Fig. 1: run 1, wiring by layer
Scale: 8 px per µm. Only two layers are drawn.
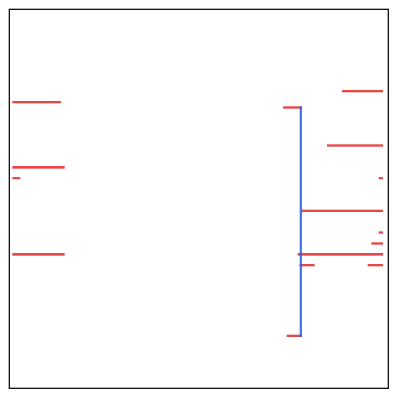
Fig. 2: run 1, port wiring
Scale: 10 px per µm.
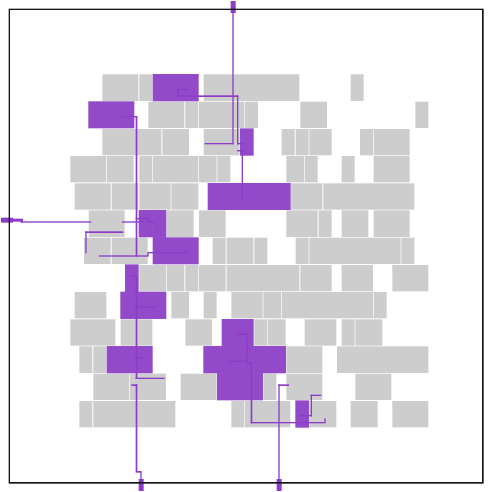
Fig. 3: run 1, placement view
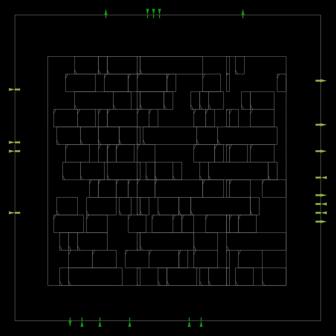
`config.mk`:
```
export PLATFORM = sky130hd
export DESIGN_NAME = alu
export DESIGN_NICKNAME = d
export VERILOG_FILES = /design/src/rtl/alu.sv
export SDC_FILE = /design/constraint.sdc
export NUM_CORES = 1
export LEC_CHECK = 0
export CAP_MARGIN = 20
export CORE_MARGIN = 5
export CORE_UTILIZATION = 47
export DETAILED_ROUTE_END_ITERATION = 16
export PLACE_DENSITY_LB_ADDON = 0.12
export SKIP_LAST_GASP = 1
export SYNTH_ARGS = -nofsm -noshare
export SYNTH_HDL_FRONTEND = slang
export SYNTH_SLANG_ARGS = --single-unit
```
`constraint.sdc`:
```
create_clock -name clk -period 2.3 [get_ports clk]
set_input_delay 0.575 -clock clk [delete_from_list [all_inputs] [get_ports clk]]
set_output_delay 0.575 -clock clk [all_outputs]
set_load 0.05 [all_outputs]
```
`src/rtl/alu.sv`:
```
// ---------------------------------------------------------------------------
// alu -- 4-bit registered arithmetic logic unit
//
// Single compute stage of the datapath. Operands, opcode and carry-in are
// sampled on the rising clock edge when en is high; the result and status
// flags appear on registered outputs one cycle later. No combinational path
// exists from any input to any output.
//
// Configuration macro: ALU_FLAGS_EN
//   defined   : cout/zero/neg/ovf are computed and registered.
//   undefined : the four flag outputs are constant 0 (zero included, even
//               during reset) and no flag logic is built. y is unaffected.
//
// Ports
//   clk   in   1  rising-edge clock
//   rst   in   1  asynchronous, active-high reset
//   en    in   1  capture enable; low holds every output
//   s     in   3  operation select
//   a     in   4  operand A
//   b     in   4  operand B
//   cin   in   1  carry-in (used by s=001 and s=011)
//   y     out  4  registered result
//   cout  out  1  registered carry out of bit 3 (0 for logic ops)
//   zero  out  1  registered y == 0
//   neg   out  1  registered y[3]
//   ovf   out  1  registered signed overflow (0 for logic ops)
// ---------------------------------------------------------------------------
module alu (
  input  logic       clk,
  input  logic       rst,
  input  logic       en,
  input  logic [2:0] s,
  input  logic [3:0] a,
  input  logic [3:0] b,
  input  logic       cin,
  output logic [3:0] y,
  output logic       cout,
  output logic       zero,
  output logic       neg,
  output logic       ovf
);

  // Opcode encodings
  localparam logic [2:0] OP_ADD  = 3'b000;
  localparam logic [2:0] OP_ADC  = 3'b001;
  localparam logic [2:0] OP_SUB  = 3'b010;
  localparam logic [2:0] OP_SBC  = 3'b011;
  localparam logic [2:0] OP_AND  = 3'b100;
  localparam logic [2:0] OP_OR   = 3'b101;
  localparam logic [2:0] OP_XOR  = 3'b110;
  localparam logic [2:0] OP_NOTA = 3'b111;

  logic [3:0] opnd_b_s;    // second adder operand: b, or ~b for subtracts
  logic       carry_in_s;  // adder carry-in for the selected opcode
`ifdef ALU_FLAGS_EN
  logic [4:0] sum_s;       // bit 4 is the carry out of bit 3
`else
  logic [3:0] sum_s;       // carry out is not needed without flags
`endif
  logic [3:0] y_d;
  logic [3:0] y_q;

  // Adder operand and carry selection; s[1] marks the subtracting opcodes
  always_comb begin
    opnd_b_s   = 4'h0;
    carry_in_s = 1'b0;
    if (s[1]) begin
      opnd_b_s = ~b;
    end else begin
      opnd_b_s = b;
    end
    case (s)
      OP_ADD:  carry_in_s = 1'b0;
      OP_ADC:  carry_in_s = cin;
      OP_SUB:  carry_in_s = 1'b1;
      OP_SBC:  carry_in_s = cin;
      default: carry_in_s = 1'b0;
    endcase
  end

  // Shared adder, widened by one bit when the carry is needed
  always_comb begin
`ifdef ALU_FLAGS_EN
    sum_s = {1'b0, a} + {1'b0, opnd_b_s} + {4'b0000, carry_in_s};
`else
    sum_s = a + opnd_b_s + {3'b000, carry_in_s};
`endif
  end

  // Result multiplexer
  always_comb begin
    y_d = 4'h0;
    case (s)
      OP_ADD, OP_ADC, OP_SUB, OP_SBC: y_d = sum_s[3:0];
      OP_AND:  y_d = a & b;
      OP_OR:   y_d = a | b;
      OP_XOR:  y_d = a ^ b;
      OP_NOTA: y_d = ~a;
      default: y_d = 4'h0;
    endcase
  end

  // Result register; rst wins over en
  always_ff @(posedge clk or posedge rst) begin
    if (rst) begin
      y_q <= 4'h0;
    end else if (en) begin
      y_q <= y_d;
    end else begin
      y_q <= y_q;
    end
  end

  assign y = y_q;

`ifdef ALU_FLAGS_EN
  logic cout_d, zero_d, neg_d, ovf_d;
  logic cout_q, zero_q, neg_q, ovf_q;

  // Flag next-state; logic ops (s[2]=1) force cout and ovf low
  always_comb begin
    cout_d = 1'b0;
    ovf_d  = 1'b0;
    zero_d = (y_d == 4'h0);
    neg_d  = y_d[3];
    if (s[2]) begin
      cout_d = 1'b0;
      ovf_d  = 1'b0;
    end else begin
      cout_d = sum_s[4];
      // Same-sign adder operands producing a result of the other sign
      ovf_d  = (a[3] == opnd_b_s[3]) && (sum_s[3] != a[3]);
    end
  end

  // Flag registers; zero reflects the reset value y=0
  always_ff @(posedge clk or posedge rst) begin
    if (rst) begin
      cout_q <= 1'b0;
      zero_q <= 1'b1;
      neg_q  <= 1'b0;
      ovf_q  <= 1'b0;
    end else if (en) begin
      cout_q <= cout_d;
      zero_q <= zero_d;
      neg_q  <= neg_d;
      ovf_q  <= ovf_d;
    end else begin
      cout_q <= cout_q;
      zero_q <= zero_q;
      neg_q  <= neg_q;
      ovf_q  <= ovf_q;
    end
  end

  assign cout = cout_q;
  assign zero = zero_q;
  assign neg  = neg_q;
  assign ovf  = ovf_q;
`else
  assign cout = 1'b0;
  assign zero = 1'b0;
  assign neg  = 1'b0;
  assign ovf  = 1'b0;
`endif

endmodule

```
==> Changelog: implementation, run 1 <==
### Physical design

* Outcome: finished clean
* Flip-flops with a built-in enable at 0
* Worst Reg2Reg Path Length in Cells at 2
* AO/OA Area Share at 0.119
* Dominant register cell: dfrtp_1
* Pre-antenna DRT Iters at 4
* Post-Synth Simple-Gate Area at 0.0769
* Clock transition at the registers of the reported paths at approximately 0.040 ns
* Power share of the sequential group at 0.219
* Fin nets at ~130
* Chip area at roughly 2200 µm²
* Leak at ~0.47 nW
* Met2 WL post-DR at between 700 and 800 µm
* Crit path cell chain: clkdlybuf4s50_1 > mux2i_1 > nor2_1 > fa_2 > inv_1 > fa_1 > a21oi_2 > a22o_1
* Buffers, non-clock at 28
* Row count at 13
* Wirelength per Cell at about 11 µm
* Top sig layer: met4
* Hold WS at between 0.5 and 0.6 ns
* Post-place setup slack at -0.263 ns
* Vias at ~560
* Area leader, netlist: ha_1
* Root Buffer: clkbuf_4
* Worst clock skew at 0 ns
* Largest class: multi-input combinational cells
* Worst setup slack after layout at about 0.044 ns
* Number of non-clock inverters in the layout at 18
* Longest Clk Path Bufs at 2
* Crit path launch type: input port
* CTS Sinks at 4
* Die height at between 40 and 50 µm
* Top non-seq family: adder cells
* Peak VDD IR at between 0.15 and 0.2 mV
* DP Area at just under 900 µm²
* Top Consumer: combinational cells
* Flip-flops at 4
* WP buf/inv at 2
* Synth warnings at 0
* Critical path launch point: s[0]
* M3 GR Usage at 0.0192
* Yosys reg bits at 4
* Largest type area fraction at 0.192
* Internal cell power at ~0.24 mW
* Dpl cells at between 100 and 150
* Synthesized area per cell at just under 9 µm²
* Layout cells sized above 1 at 0.175
* Logic cell area at between 400 and 500 µm²
* Reg area at 100 µm²
* Cell count listed in synth_stat.txt at 75
* Post-route ant nets at 0
* WL final at ~1300 µm
* Fin crit period at about 2.3 ns
* Yosys chip area at 651 µm²
* Setup TNS at 0 ns
* Top cells by area: ha_1 19%, dfrtp_1 15%, inv_1 10%
* P_sw at roughly 0.17 mW
* Log Warnings at 31
* RSZ-0062 raised after global routing: yes
* Fmax at 0.443 GHz
* Clock-net power at between 0.09 and 0.1 mW
* Routability cong. at between 0.7 and 0.8
* Leading cell types by count after synthesis: 18 x inv_1, 10 x ha_1, 5 x nand2_1, 5 x nor2_1
* Congestion Overflow GR at 0
* Comb power frac at 0.560
* Total combinational power at ~0.23 mW
* Cts hold-fix bufs at 0
* Hpwl dp at ~1200 µm
* Worst-Margin Slew at approximately 0.50 ns
* Area Overhead vs Synth at 41.2%
* Power Sequential at 0.0898 mW
* Vias in the first global route at roughly 590
* Crit path max fanout at 2
* Busiest layer in global routing: met2
* Final Hold Viols at 0
* GRT Util Overall at 0.146
* CP required at about 2.5 ns
* Cell Area, Synth at about 650 µm²
* XORs/XNORs by Area at 0.0808
* Chip Width at 47.2 µm
* Flop share of the area at 0.109
* CTS tree: yes
* Logic Gate Count at approximately 50
* Headroom to the max-slew limit at 0.667
* Initial antenna violation count at 0
* Top Layout Cells: 18 x inv_1, 17 x clkdlybuf4s50_1, 10 x ha_1, 10 x buf_4
* Setup slack, reg-to-reg at around 1.4 ns
* Reg2reg end: y[3]
* Async set-reset flop share out of synthesis at 1.00
* Routed wl met3 at just under 60 µm
* Post-Layout Cell Count at 118
* Synth Seq Share at 0.154
* Sw frac at 0.405
* H-Tree Depth at 1
* Clock group share of total power at 0.222
* Final Max Tran Viols at 0
* Number of buffers added for setup after CTS at 0
* Crit Path Class: in -> reg
* Largest net degree at the start of global routing at 8
* Via density at around 4.7
* Tap cells at 15
* Met2 Use GR at 0.279
* Design area at 918 µm²
* MUX area fraction at 0.125
* Pwr Total at between 0.4 and 0.5 mW
* Crit. End Element: flop
* R2R Path Start: y[3]
* Max-capacitance violation count at 0
* Most common logic cell in the routed design: inv_1
* Initial DRC Count at 1
* Post-synthesis adder-cell area fraction at 0.254
* Pwr Density at ~450 nW/µm²
* Distinct cells, synth at 23
* Antenna diode count at 0
* Min-Delay Path Class: in -> async
* Number of stages on the worst setup path at 8
* Most frequent cell after synthesis: inv_1
* TritonCTS Buffers at 3
* Clock latency on the worst-skew pair at between 0.2 and 0.25 ns
* Clk_buf instances at 3
* CP peak stage delay at 0.50 ns
## Picture notes: Fig. 1
| color | layer | wire length |
|---|---|---|
| red | metal 3 | 59.1 µm |
| blue | metal 4 | 28.6 µm |

## Picture notes: Fig. 2
| color | port | bits | direction | edge | end cells | buffers | wire |
|---|---|---|---|---|---|---|---|
| purple | a | 4 | input | 2 bottom, 1 top, 1 left | 14 | 6 | 136 µm |
Port-buffer cells: 18
I/O pin count: 23

## Picture notes: Fig. 3
FILL cells: 104
core region area: 1300 µm²

Fig. 4: run 1, signal metal coverage by tile
Scale: 8 px per µm. 9 x 9 tiles, from dark blue (low) to red (high), scaled to the fullest tile. Values are wire area over tile area, all layers added.
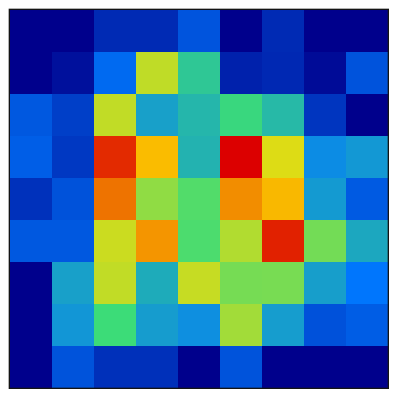

## Run 2: what changed since run 1
CORE_UTILIZATION = 39   (was 47)
clock period = 1.9 ns   (was 2.3 ns; I/O delays follow)
Fig. 5: run 2, signal metal coverage by tile
Scale: 8 px per µm. 10 x 10 tiles, from dark blue (low) to red (high), scaled to the fullest tile. Values are wire area over tile area, all layers added.
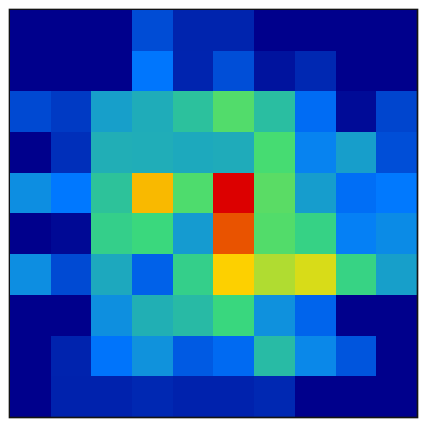
nearly empty tiles: 25%
fullest tile: 0.36
densest ninth of the die: middle
emptiest ninth of the die: top right
tiles over half the peak: 11%
GRT Util Overall: 0.114
WL final: 1400 µm
Vias: 579
Wirelength per Cell: 11.4 µm

Fig. 6: run 2, wiring by layer
Scale: 8 px per µm. Only two layers are drawn.
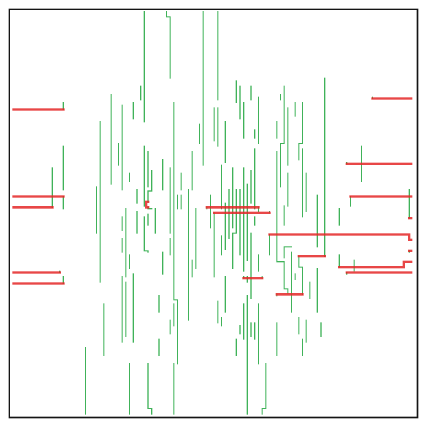
| color | layer | wire length |
|---|---|---|
| red | metal 3 | 110 µm |
| green | metal 2 | 660 µm |

==> run 2 against run 1 <==
  * Clock-buffer cell count stayed put
  * Synthesized area stayed put
  * Critical path depth is 2 lower
  * Final cell count is 4.2% higher
  * Core utilization is 9.3 points lower
  * Clock skew stayed put
  * Clock power is about 20% higher
  * Register-to-register slack worse by 0.41 ns
  * First-iteration DRC count went up to 8.0 times the previous value
  * Design area is 2.9% higher
  * Die size is 16% higher
  * Sequential power is 22% higher
==> Changelog: implementation, run 2 <==
### Physical design

* Die height at 50.8 µm (+7.7%)
* Final Max Tran Viols at 0 (unchanged)
* Area leader, netlist: ha_1
* Via density at 4.71 (-0.63%)
* Clk_buf instances at 3 (unchanged)
* Peak VDD IR at 0.270 mV (+49%)
* Setup slack, reg-to-reg at 1.01 ns (-0.41 ns)
* Top Consumer: combinational cells
* Final core utilization at 0.613
* Crit path cell chain: clkdlybuf4s50_1 > inv_1 > ha_1 > mux4_2 > a21oi_1 > nor2_1
* Worst Reg2Reg Path Length in Cells at 2 (unchanged)
* Largest class: multi-input combinational cells
* R2R Path Start: y[3]
* Top Layout Cells: 18 x buf_4, 17 x inv_1, 10 x ha_1
* AO/OA Area Share at 0.119 (unchanged)
* Flip-flops with a built-in enable at 0 (unchanged)
* Async set-reset flop share out of synthesis at 1.00 (unchanged)
* CTS tree: yes
* Reg2reg end: y[3]
* Fmax at around 0.54 GHz
* Synth warnings at 0 (unchanged)
* Initial DRC Count at 8 (+7)
* Clock latency on the worst-skew pair at 0.24 ns (about the same)
* Total combinational power at 0.285 mW (+24%)
* Power Sequential at 0.110 mW (+22%)
* DP Area at 900 µm² (+2.7%)
* Clock-net power at 0.107 mW (+20%)
* Pwr Density at 532 nW/µm² (+19%)
* Synth Seq Share at 0.154 (unchanged)
* Max-capacitance violation count at 0 (unchanged)
* Setup TNS at 0 ns (unchanged)
* MUX area fraction at 0.125 (unchanged)
* CTS Sinks at 4 (unchanged)
* Yosys chip area at 651 µm² (unchanged)
* FP Core Util at 0.422
* Crit path launch type: input port
* Worst setup slack after layout at 0.0414 ns (-0.00224 ns)
* Top sig layer: met3
* Outcome: finished clean
* Post-Synth Simple-Gate Area at 0.0769 (unchanged)
* M3 GR Usage at 0.0203 (+0.00119)
* TritonCTS Buffers at 3 (unchanged)
* FILL cells at 138 (+33%)
* RSZ-0062 raised after global routing: no
* Pwr Total at 0.502 mW (+23%)
* Busiest layer in global routing: met2
* Number of stages on the worst setup path at 6 (-2)
* Logic cell area at 470 µm² (+3.3%)
* Layout cells sized above 1 at 0.308 (+0.134)
* XORs/XNORs by Area at 0.0808 (unchanged)
* Port-buffer cells at 18 (unchanged)
* Synthesized area per cell at 8.67 µm² (unchanged)
* Antenna diode count at 0 (unchanged)
* Yosys reg bits at 4 (unchanged)
* Routed wl met3 at 109 µm (+85%)
* Number of non-clock inverters in the layout at 18 (unchanged)
* Min-Delay Path Class: in -> async
* Crit. End Element: flop
* Top non-seq family: adder cells
* CP peak stage delay at 0.47 ns (-0.03 ns)
* Critical path launch point: a[2]
* Dpl cells at 119 (+4.4%)
* Hold WS at 0.428 ns (-0.0803 ns)
* Top cells by area: ha_1 19%, dfrtp_1 15%, inv_1 10%
* Distinct cells, synth at 23 (unchanged)
* Post-synthesis adder-cell area fraction at 0.254 (unchanged)
* Log Warnings at 31 (unchanged)
* Met2 WL post-DR at 660 µm (-7.3%)
* P_sw at 0.206 mW (+24%)
* Hpwl dp at 1180 µm (-2.8%)
* Routability cong. at 0.763 (-1.7%)
* Power share of the sequential group at 0.219 (about the same)
* Vias in the first global route at 549 (-7.6%)
* WP buf/inv at 2 (unchanged)
* Fin crit period at about 1.9 ns
* Comb power frac at 0.568 (+0.008)
* Cts hold-fix bufs at 0 (unchanged)
* Chip Width at 50.8 µm (+7.7%)
* Buffers, non-clock at 32 (+14%)
* Chip area at 2590 µm² (+16%)
* Tap cells at 16 (+1)
* Congestion Overflow GR at 0 (unchanged)
* Post-Layout Cell Count at 123 (+4.2%)
* Clock group share of total power at 0.213 (-0.009)
* Final Hold Viols at 0 (unchanged)
* Cell count listed in synth_stat.txt at 75 (unchanged)
* Clock transition at the registers of the reported paths at 0.04 ns (about the same)
* I/O pin count at 23 (unchanged)
* Leak at 0.510 nW (+7.9%)
* Number of buffers added for setup after CTS at 0 (unchanged)
* Post-place setup slack at -0.596 ns (-0.333 ns)
* Initial antenna violation count at 0 (unchanged)
* Most common logic cell in the routed design: buf_4
* Largest type area fraction at 0.192 (unchanged)
* Logic Gate Count at 50 (unchanged)
* Crit Path Class: in -> reg
* Largest net degree at the start of global routing at 8 (unchanged)
* Dominant register cell: dfrtp_1
* Flop share of the area at 0.106 (-0.00303)
* Worst clock skew at 0 ns (unchanged)
* Fin nets at 136 (+3.0%)
* Core region area at 1540 µm² (+18%)
* CP required at 2.02 ns (-0.46 ns)
* Crit path max fanout at 2 (unchanged)
* Flip-flops at 4 (unchanged)
* Reg area at 100 µm² (unchanged)
* Longest Clk Path Bufs at 2 (unchanged)
* Internal cell power at 0.296 mW (+21%)
* Most frequent cell after synthesis: inv_1
* H-Tree Depth at 1 (unchanged)
Fig. 7: run 2, placement view
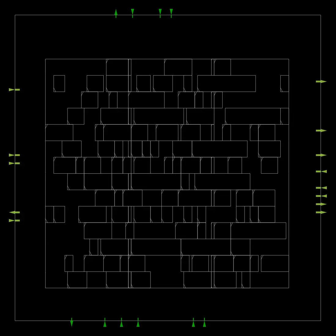

## Run 3: what changed since run 2
CAP_MARGIN = unset   (was 20)
PLACE_DENSITY = 0.79   (was unset)
PLACE_DENSITY_LB_ADDON = unset   (was 0.12)
Fig. 8: run 3, placement view
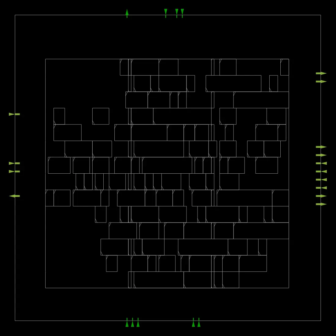
core region area: 1540 µm²
Post-Layout Cell Count: 122
final core utilization: 0.610

Fig. 9: run 3, signal metal coverage by tile
Scale: 8 px per µm. 10 x 10 tiles, from dark blue (low) to red (high), scaled to the fullest tile. Values are wire area over tile area, all layers added.
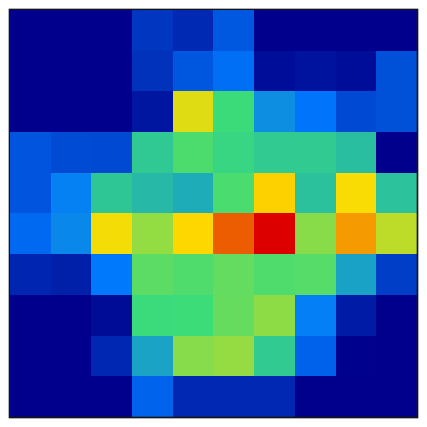
nearly empty tiles: 27%
densest ninth of the die: middle
emptiest ninth of the die: top left
fullest tile: 0.32
GRT Util Overall: 0.115
Vias: 562
WL final: 1380 µm
Wirelength per Cell: 11.3 µm

==> run 3 against run 2 <==
  * Design area is 0.40% lower
  * Largest cell class unchanged
  * Routed wire length is 1.9% lower
  * Total power is 2.8% lower
  * Synthesized area stayed put
  * Highest routed layer unchanged
  * Non-clock buffer count is 1 lower
  * Final cell count is 0.81% lower
  * Clock power is 7% lower
  * Sequential power hardly changed
  * Sequential share of layout area hardly changed
  * Die size stayed put
==> Changelog: implementation, run 3 <==
### Physical design

* Worst setup slack after layout at 0.0492 ns (+0.00773 ns)
* Clock group share of total power at 0.203 (-0.010)
* Max-capacitance violation count at 0 (unchanged)
* Largest type area fraction at 0.192 (unchanged)
* Clock latency on the worst-skew pair at 0.22 ns (-0.02 ns)
* Crit path cell chain: clkdlybuf4s15_1 > xor2_2 > fa_2 > inv_2 > fa_2 > a21oi_2 > a22o_1
* Buffers, non-clock at 31 (-3.1%)
* Routability cong. at 0.817 (+7.0%)
* Die height at 50.8 µm (unchanged)
* Crit path launch type: input port
* Most frequent cell after synthesis: inv_1
* Top Layout Cells: 17 x inv_1, 17 x buf_4, 10 x ha_1
* Layout cells sized above 1 at 0.292 (-0.0160)
* Initial antenna violation count at 0 (unchanged)
* Crit path max fanout at 2 (unchanged)
* Logic cell area at 468 µm² (-0.53%)
* AO/OA Area Share at 0.119 (unchanged)
* Total combinational power at 0.280 mW (-2%)
* Dpl cells at 118 (-0.84%)
* Flop share of the area at 0.106 (+0.000423)
* Power Sequential at 0.110 mW (about the same)
* Post-synthesis adder-cell area fraction at 0.254 (unchanged)
* Pwr Total at 0.489 mW (-2.8%)
* Post-place setup slack at -0.570 ns (+0.0267 ns)
* Clock-net power at 0.0992 mW (-7%)
* Post-Synth Simple-Gate Area at 0.0769 (unchanged)
* I/O pin count at 23 (unchanged)
* Final Hold Viols at 0 (unchanged)
* Fin crit period at 1.85 ns (-0.00773 ns)
* Congestion Overflow GR at 0 (unchanged)
* Yosys chip area at 651 µm² (unchanged)
* Flip-flops at 4 (unchanged)
* Chip area at 2590 µm² (unchanged)
* Distinct cells, synth at 23 (unchanged)
* CP peak stage delay at 0.43 ns (-0.04 ns)
* Synth Seq Share at 0.154 (unchanged)
* Cell count listed in synth_stat.txt at 75 (unchanged)
* Hpwl dp at 1190 µm (+0.87%)
* Top Consumer: combinational cells
* Outcome: finished clean
* Setup TNS at 0 ns (unchanged)
* Synthesized area per cell at 8.67 µm² (unchanged)
* Flip-flops with a built-in enable at 0 (unchanged)
* Largest class: multi-input combinational cells
* Vias in the first global route at 590 (+7.5%)
* Number of buffers added for setup after CTS at 1 (+1)
* H-Tree Depth at 1 (unchanged)
* FP Core Util at 0.422 (unchanged)
* Internal cell power at 0.293 mW (-1.0%)
* Async set-reset flop share out of synthesis at 1.00 (unchanged)
* Logic Gate Count at 50 (unchanged)
* Crit. End Element: flop
* RSZ-0062 raised after global routing: yes
* Clk_buf instances at 3 (unchanged)
* Initial DRC Count at 3 (-5)
* MUX area fraction at 0.125 (unchanged)
* M3 GR Usage at 0.0145 (-0.00581)
* Port-buffer cells at 18 (unchanged)
* Peak VDD IR at 0.263 mV (-2.5%)
* Setup slack, reg-to-reg at 1.02 ns (about the same)
* Number of stages on the worst setup path at 7 (+1)
* Tap cells at 16 (unchanged)
* Top sig layer: met3
* Reg area at 100 µm² (unchanged)
* R2R Path Start: y[3]
* Fin nets at 135 (-0.74%)
* Yosys reg bits at 4 (unchanged)
* Busiest layer in global routing: met2
* Number of non-clock inverters in the layout at 18 (unchanged)
* CTS Sinks at 4 (unchanged)
* Comb power frac at 0.572 (+0.004)
* Critical path launch point: b[0]
* Synth warnings at 0 (unchanged)
* Reg2reg end: y[3]
* Longest Clk Path Bufs at 2 (unchanged)
* P_sw at 0.195 mW (-5.3%)
* Largest net degree at the start of global routing at 8 (unchanged)
* Fmax at 0.540 GHz (+0.42%)
* Top non-seq family: adder cells
* Pwr Density at 519 nW/µm² (-2.4%)
* Dominant register cell: dfrtp_1
* CTS tree: yes
* DP Area at 892 µm² (-0.83%)
* Clock transition at the registers of the reported paths at 0.04 ns (about the same)
* FILL cells at 131 (-5.1%)
* Final Max Tran Viols at 0 (unchanged)

==> notes/layouts.md <==
Pictures saved along the way, in no particular order.

Signal wires on met3.
Scale: 6 px per µm. Cells faint in the background.
Plate I
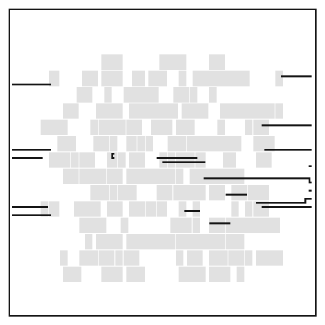
Plate II
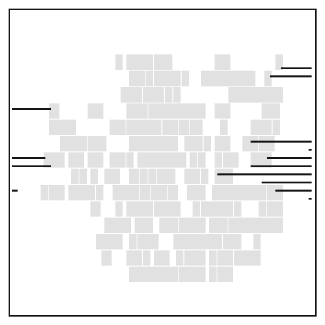
| from | picture |
|---|---|
| run 3 | Plate II |
| run 2 | Plate I |

Key to Plate II:
share of all routed wire: 6.3%
longest straight run: 15.4 µm
main direction: horizontal
nets with wire on the layer: 14
wire length on this layer: 86.5 µm

Power figures rest on the tool's default switching activity, not on a simulated workload.
